[config.mk]
export PLATFORM = sky130hd
export DESIGN_NAME = instr_fetch_unit
export DESIGN_NICKNAME = d
export VERILOG_FILES = /design/src/rtl/instr_fetch_unit.sv
export SDC_FILE = /design/constraint.sdc
export NUM_CORES = 1
export LEC_CHECK = 0
export CORE_MARGIN = 2
export CORE_UTILIZATION = 31
export DETAILED_ROUTE_END_ITERATION = 16
export GPL_TIMING_DRIVEN = 0
export SKIP_LAST_GASP = 1
export SLEW_MARGIN = 15
export SYNTH_ARGS = -nofsm -noshare
export SYNTH_HDL_FRONTEND = slang
export SYNTH_SLANG_ARGS = --single-unit
[constraint.sdc]
create_clock -name clk -period 10.52 [get_ports clk]
set_input_delay 1.578 -clock clk [delete_from_list [all_inputs] [get_ports clk]]
set_output_delay 1.578 -clock clk [all_outputs]
set_load 0.05 [all_outputs]
[src/rtl/instr_fetch_unit.sv]
// Instruction fetch unit: IDLE/FETCH/ISSUE sequencer that fetches one word,
// holds it for decode until acknowledged, then advances pc (sequential/branch/jump).
module instr_fetch_unit #(
  parameter logic [31:0] RESET_PC = 32'h0000_0000
) (
  input  logic        clk,
  input  logic        reset_n,
  output logic        imem_req,
  output logic [31:0] imem_addr,
  input  logic        imem_ready,
  input  logic [31:0] imem_rdata,
  output logic [31:0] instr,
  output logic [5:0]  opcode,
  output logic        instr_valid,
  input  logic        issue_ack,
  input  logic        Brn,
  input  logic        Bne,
  input  logic        jmp,
  input  logic        jal,
  input  logic        zero,
  output logic [31:0] pc,
  output logic [31:0] link_addr,
  output logic [31:0] retired
);

  localparam int unsigned XLEN = 32;

  typedef enum logic [1:0] {
    IDLE  = 2'd0,
    FETCH = 2'd1,
    ISSUE = 2'd2
  } state_t;

  state_t            state_q, state_d;
  logic              req_d, valid_d;
  logic              load_instr, advance;
  logic [XLEN-1:0]   pc_q, instr_q, retired_q;
  logic [XLEN-1:0]   pc4, branch_off, branch_target, jump_target, next_pc;
  logic              take_branch;

  // Next-pc selection; jumps win over branches.
  always_comb begin
    pc4           = pc_q + XLEN'(4);
    branch_off    = {{14{instr_q[15]}}, instr_q[15:0], 2'b00};
    branch_target = pc4 + branch_off;
    jump_target   = {pc4[31:28], instr_q[25:0], 2'b00};
    take_branch   = (Brn & zero) | (Bne & ~zero);
    if (jmp || jal) begin
      next_pc = jump_target;
    end else if (take_branch) begin
      next_pc = branch_target;
    end else begin
      next_pc = pc4;
    end
  end

  // Next-state and registered-output decode.
  always_comb begin
    state_d    = state_q;
    req_d      = 1'b0;
    valid_d    = 1'b0;
    load_instr = 1'b0;
    advance    = 1'b0;
    unique case (state_q)
      IDLE: begin
        state_d = FETCH;
        req_d   = 1'b1;
      end
      FETCH: begin
        req_d = 1'b1;
        if (imem_ready) begin
          state_d    = ISSUE;
          req_d      = 1'b0;
          valid_d    = 1'b1;
          load_instr = 1'b1;
        end
      end
      ISSUE: begin
        valid_d = 1'b1;
        if (issue_ack) begin
          state_d = FETCH;
          req_d   = 1'b1;
          valid_d = 1'b0;
          advance = 1'b1;
        end
      end
      default: state_d = IDLE;
    endcase
  end

  always_ff @(posedge clk or negedge reset_n) begin
    if (!reset_n) begin
      state_q     <= IDLE;
      imem_req    <= 1'b0;
      instr_valid <= 1'b0;
    end else begin
      state_q     <= state_d;
      imem_req    <= req_d;
      instr_valid <= valid_d;
    end
  end

  // Datapath: instruction capture, pc update and retirement count.
  always_ff @(posedge clk or negedge reset_n) begin
    if (!reset_n) begin
      pc_q      <= RESET_PC;
      instr_q   <= '0;
      retired_q <= '0;
    end else begin
      if (load_instr) begin
        instr_q <= imem_rdata;
      end
      if (advance) begin
        pc_q      <= next_pc;
        retired_q <= retired_q + XLEN'(1);
      end
    end
  end

  assign pc        = pc_q;
  assign imem_addr = pc_q;
  assign instr     = instr_q;
  assign opcode    = instr_q[31:26];
  assign link_addr = pc4;
  assign retired   = retired_q;

endmodule

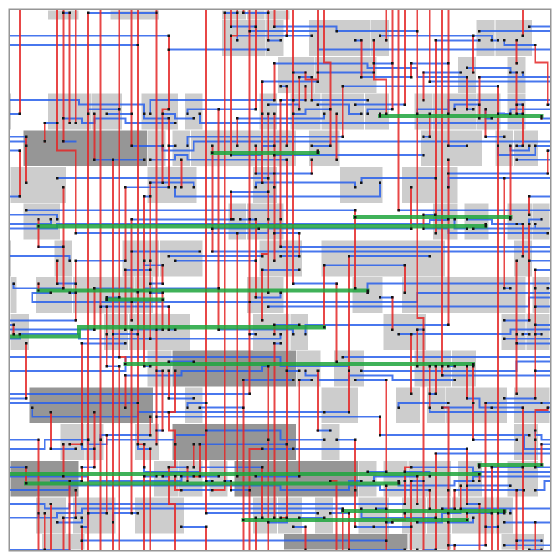
Run 1: close-up of the layout
Region (57, 26) to (97, 66) µm. Cells in gray, sequential cells in the stronger gray; small squares are vias.
Key: red = met2; blue = met1; green = met3
102 logic cells have their middle in the window. Netlist names of flops here include `imem_addr` (6). Sequential cells in the window: 6. Most frequent: nand2_1 (19), o21ai_0 (11).

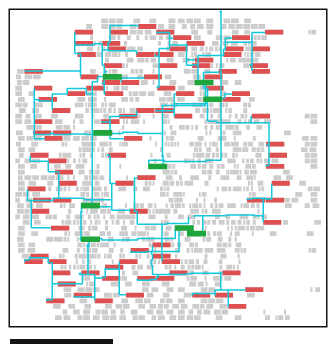
Run 1: clock network drawn from the DEF
Bar = 50 µm.
Key: cyan = clock wires [length 1570 µm]; green = cells driving clock nets [count 9]; red = flip-flops [count 98]
Position of the flops: widely spread. There are 10 routed clock nets.
skew final: 0.00975 ns
clk_lat worst skew: 0.36 ns

==> impl_metrics.json, run 1 <==
{
  "slew_headroom_pct": 19.9,
  "ys_async_sr_fraction_pct": 100,
  "area_leaders": "dfrtp_1, ha_1, xnor2_1",
  "dieArea_mm2": 0.0236,
  "synthFlopType": "dfrtp_1",
  "warnings": 37,
  "numPortBuffers": 202,
  "netlist_area_mm2": 0.00693,
  "avgSynthCellArea_um2": 9.07,
  "status": "finished clean",
  "start_kind": "flip-flop",
  "chipHeight_um": 154,
  "top_layer": "met4",
  "ys_types": 64,
  "htreeDepth": 3,
  "fin_area_mm2": 0.00967,
  "fin_ws_ns": 5.07,
  "mostFrequentLayoutCell": "clkdlybuf4s50_1",
  "yosysMostFrequentCell": "dfrtp_1",
  "cts_root_buffer": "clkbuf_16",
  "synth_seq_share_pct": 35.4,
  "viasPerCell": 5.11,
  "top_area_share_pct": 35.4,
  "rows": 54,
  "cts_buffers": 9,
  "placed_cells": 1252,
  "drt_first_pass_iters": 5,
  "synth_warnings": 0,
  "cts_hold_buf": 0,
  "syn_inst": 764,
  "fa_ha_area_share_pct": 8.05,
  "end_kind": "output port",
  "cp.buffers_inverters": 1,
  "drc": 0,
  "routed-wl-met3_um": 1080
}
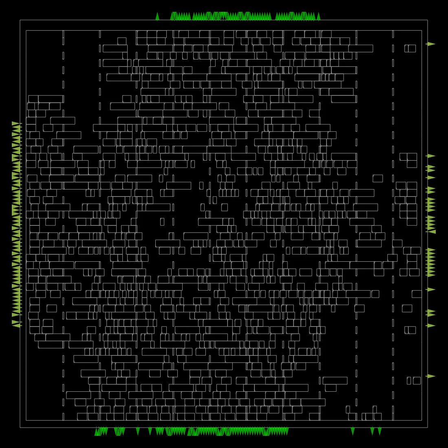
Run 1: cell placement
core area: 0.0219 mm²
fill count: 2205
tap cells: 280

==> run 1: worst paths after layout <==
path / start / to / slack (ns) / depth (start not counted)
max in group asynchronous: reset_n / imem_addr[9] / 8.77 / 2
setup reg to reg: imem_addr[4] / imem_addr[31] / 5.93 / 15
hold reg to reg: retired[31] / retired[31] / 0.50 / 1
hold / removal: retired[31] / retired[31] / 0.50 / 1
min in group asynchronous: reset_n / retired[26] / 1.08 / 1
setup / recovery: imem_addr[4] / link_addr[27] / 5.07 / 7
==> run 1: state kept, by name (all words and copies together), names as in the netlist <==
signal       cells
imem_addr       30
imem_req         1
instr           32
instr_valid      1
retired         32
state_q          2
Run 1, routed metal, one color a layer:
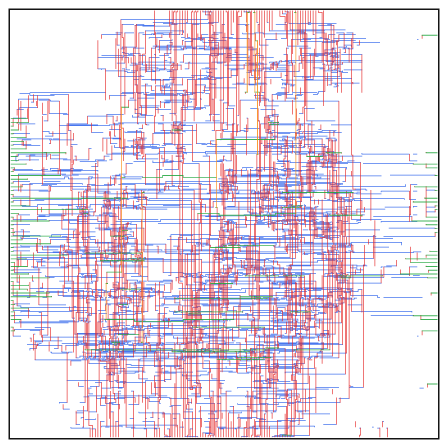

==> run 2: changes to the inputs <==
==> constraint.sdc (replaced) <==
create_clock -name clk -period 4.8 [get_ports clk]
set_input_delay 0.72 -clock clk [delete_from_list [all_inputs] [get_ports clk]]
set_output_delay 0.72 -clock clk [all_outputs]
set_load 0.05 [all_outputs]
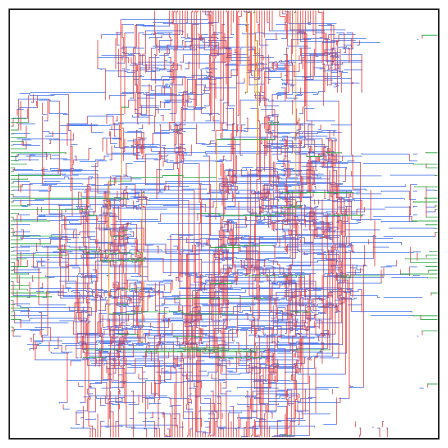
Run 2: routed metal, one color a layer
Key: blue = met1 [wire length 11100 µm]; orange = met4 [wire length 322 µm]; red = met2 [wire length 10600 µm]; green = met3 [wire length 1060 µm]

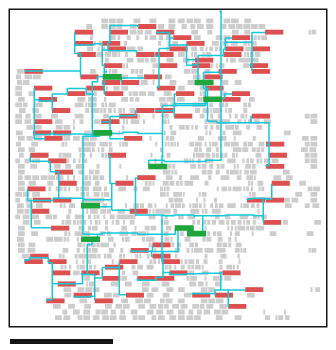
Run 2: clock network drawn from the DEF
Bar = 50 µm.
Key: red = flip-flops [count 98]; green = cells driving clock nets [count 9]; cyan = clock wires [length 1570 µm]
Position of the flops: widely spread. There are 10 routed clock nets.

==> run 2 against run 1 <==
Final area barely moved. Clock skew fell by 0.0021 ns. Area after synthesis did not move. Critical path type is now reg -> reg. Critical path depth rose by 9. Largest cell class unchanged. First-iteration DRC count fell by 1.0%. Critical endpoint is now imem_addr[31].
==> impl_metrics.json, run 2 <==
{
  "status": "finished clean",
  "numPortBuffers": 202,
  "ys_async_sr_fraction_pct": 100,
  "ys_types": 64,
  "htreeDepth": 3,
  "area_leaders": "dfrtp_1, ha_1, xnor2_1",
  "fin_area_mm2": 0.00968,
  "synth_warnings": 0,
  "drc": 0,
  "viasPerCell": 5.10,
  "syn_inst": 764,
  "cts_root_buffer": "clkbuf_16",
  "slew_headroom_pct": 19.2,
  "synth_seq_share_pct": 35.4,
  "r2r-end": "imem_addr[31]",
  "avgSynthCellArea_um2": 9.07,
  "core_area_mm2": 0.0219,
  "critPathLaunch": "imem_addr[4]",
  "chipHeight_um": 154,
  "end_kind": "flip-flop",
  "drt_first_pass_iters": 5,
  "endpoint": "imem_addr[31]",
  "cts_hold_buf": 0,
  "fin_ws_ns": 0.398,
  "reg2regPathDepth": 16,
  "mostFrequentLayoutCell": "clkdlybuf4s50_1",
  "clk_latency_ns": 0.36,
  "ff2ff_setup_slack_ns": 0.40,
  "warnings": 37,
  "reg2reg_from": "imem_addr[4]",
  "num_tap_cells": 280,
  "yosysMostFrequentCell": "dfrtp_1",
  "netlist_area_mm2": 0.00693,
  "synthFlopType": "dfrtp_1",
  "start_kind": "flip-flop",
  "rows": 54
}
[run 2: cells by family (layout without fill, tap and decap cells)]
kind of cell,count (synthesis),after routing
multiplexers,41,41
other,1,6
AND/OR/NAND/NOR,252,252
buffers and inverters,73,292
AND-OR/OR-AND,177,177
XOR/XNOR,78,78
adder cells (fa/ha/maj),44,44
flip-flops,98,98
[run 2: worst max-delay path, delay by kind of cell (launching register included)]
kind	cells	cell delay, ns
DFF	1	0.51
adders and majority gates	1	0.32
AOI/OAI and AO/OA	6	1.16
and+or+nand+nor	6	1.41
muxes	1	0.32
xor gates and xnor gates	1	0.43
buffers and inverters	1	0.17
[run 2: routing by layer]
metal	vias up	GRT usage (%)	wire length, µm
met5	-	0	0
met2	184	30.8	10600
met1	3141	27.8	11100
met3	19	3.07	1060
li1	3119	-	-
met4	0	4.54	322
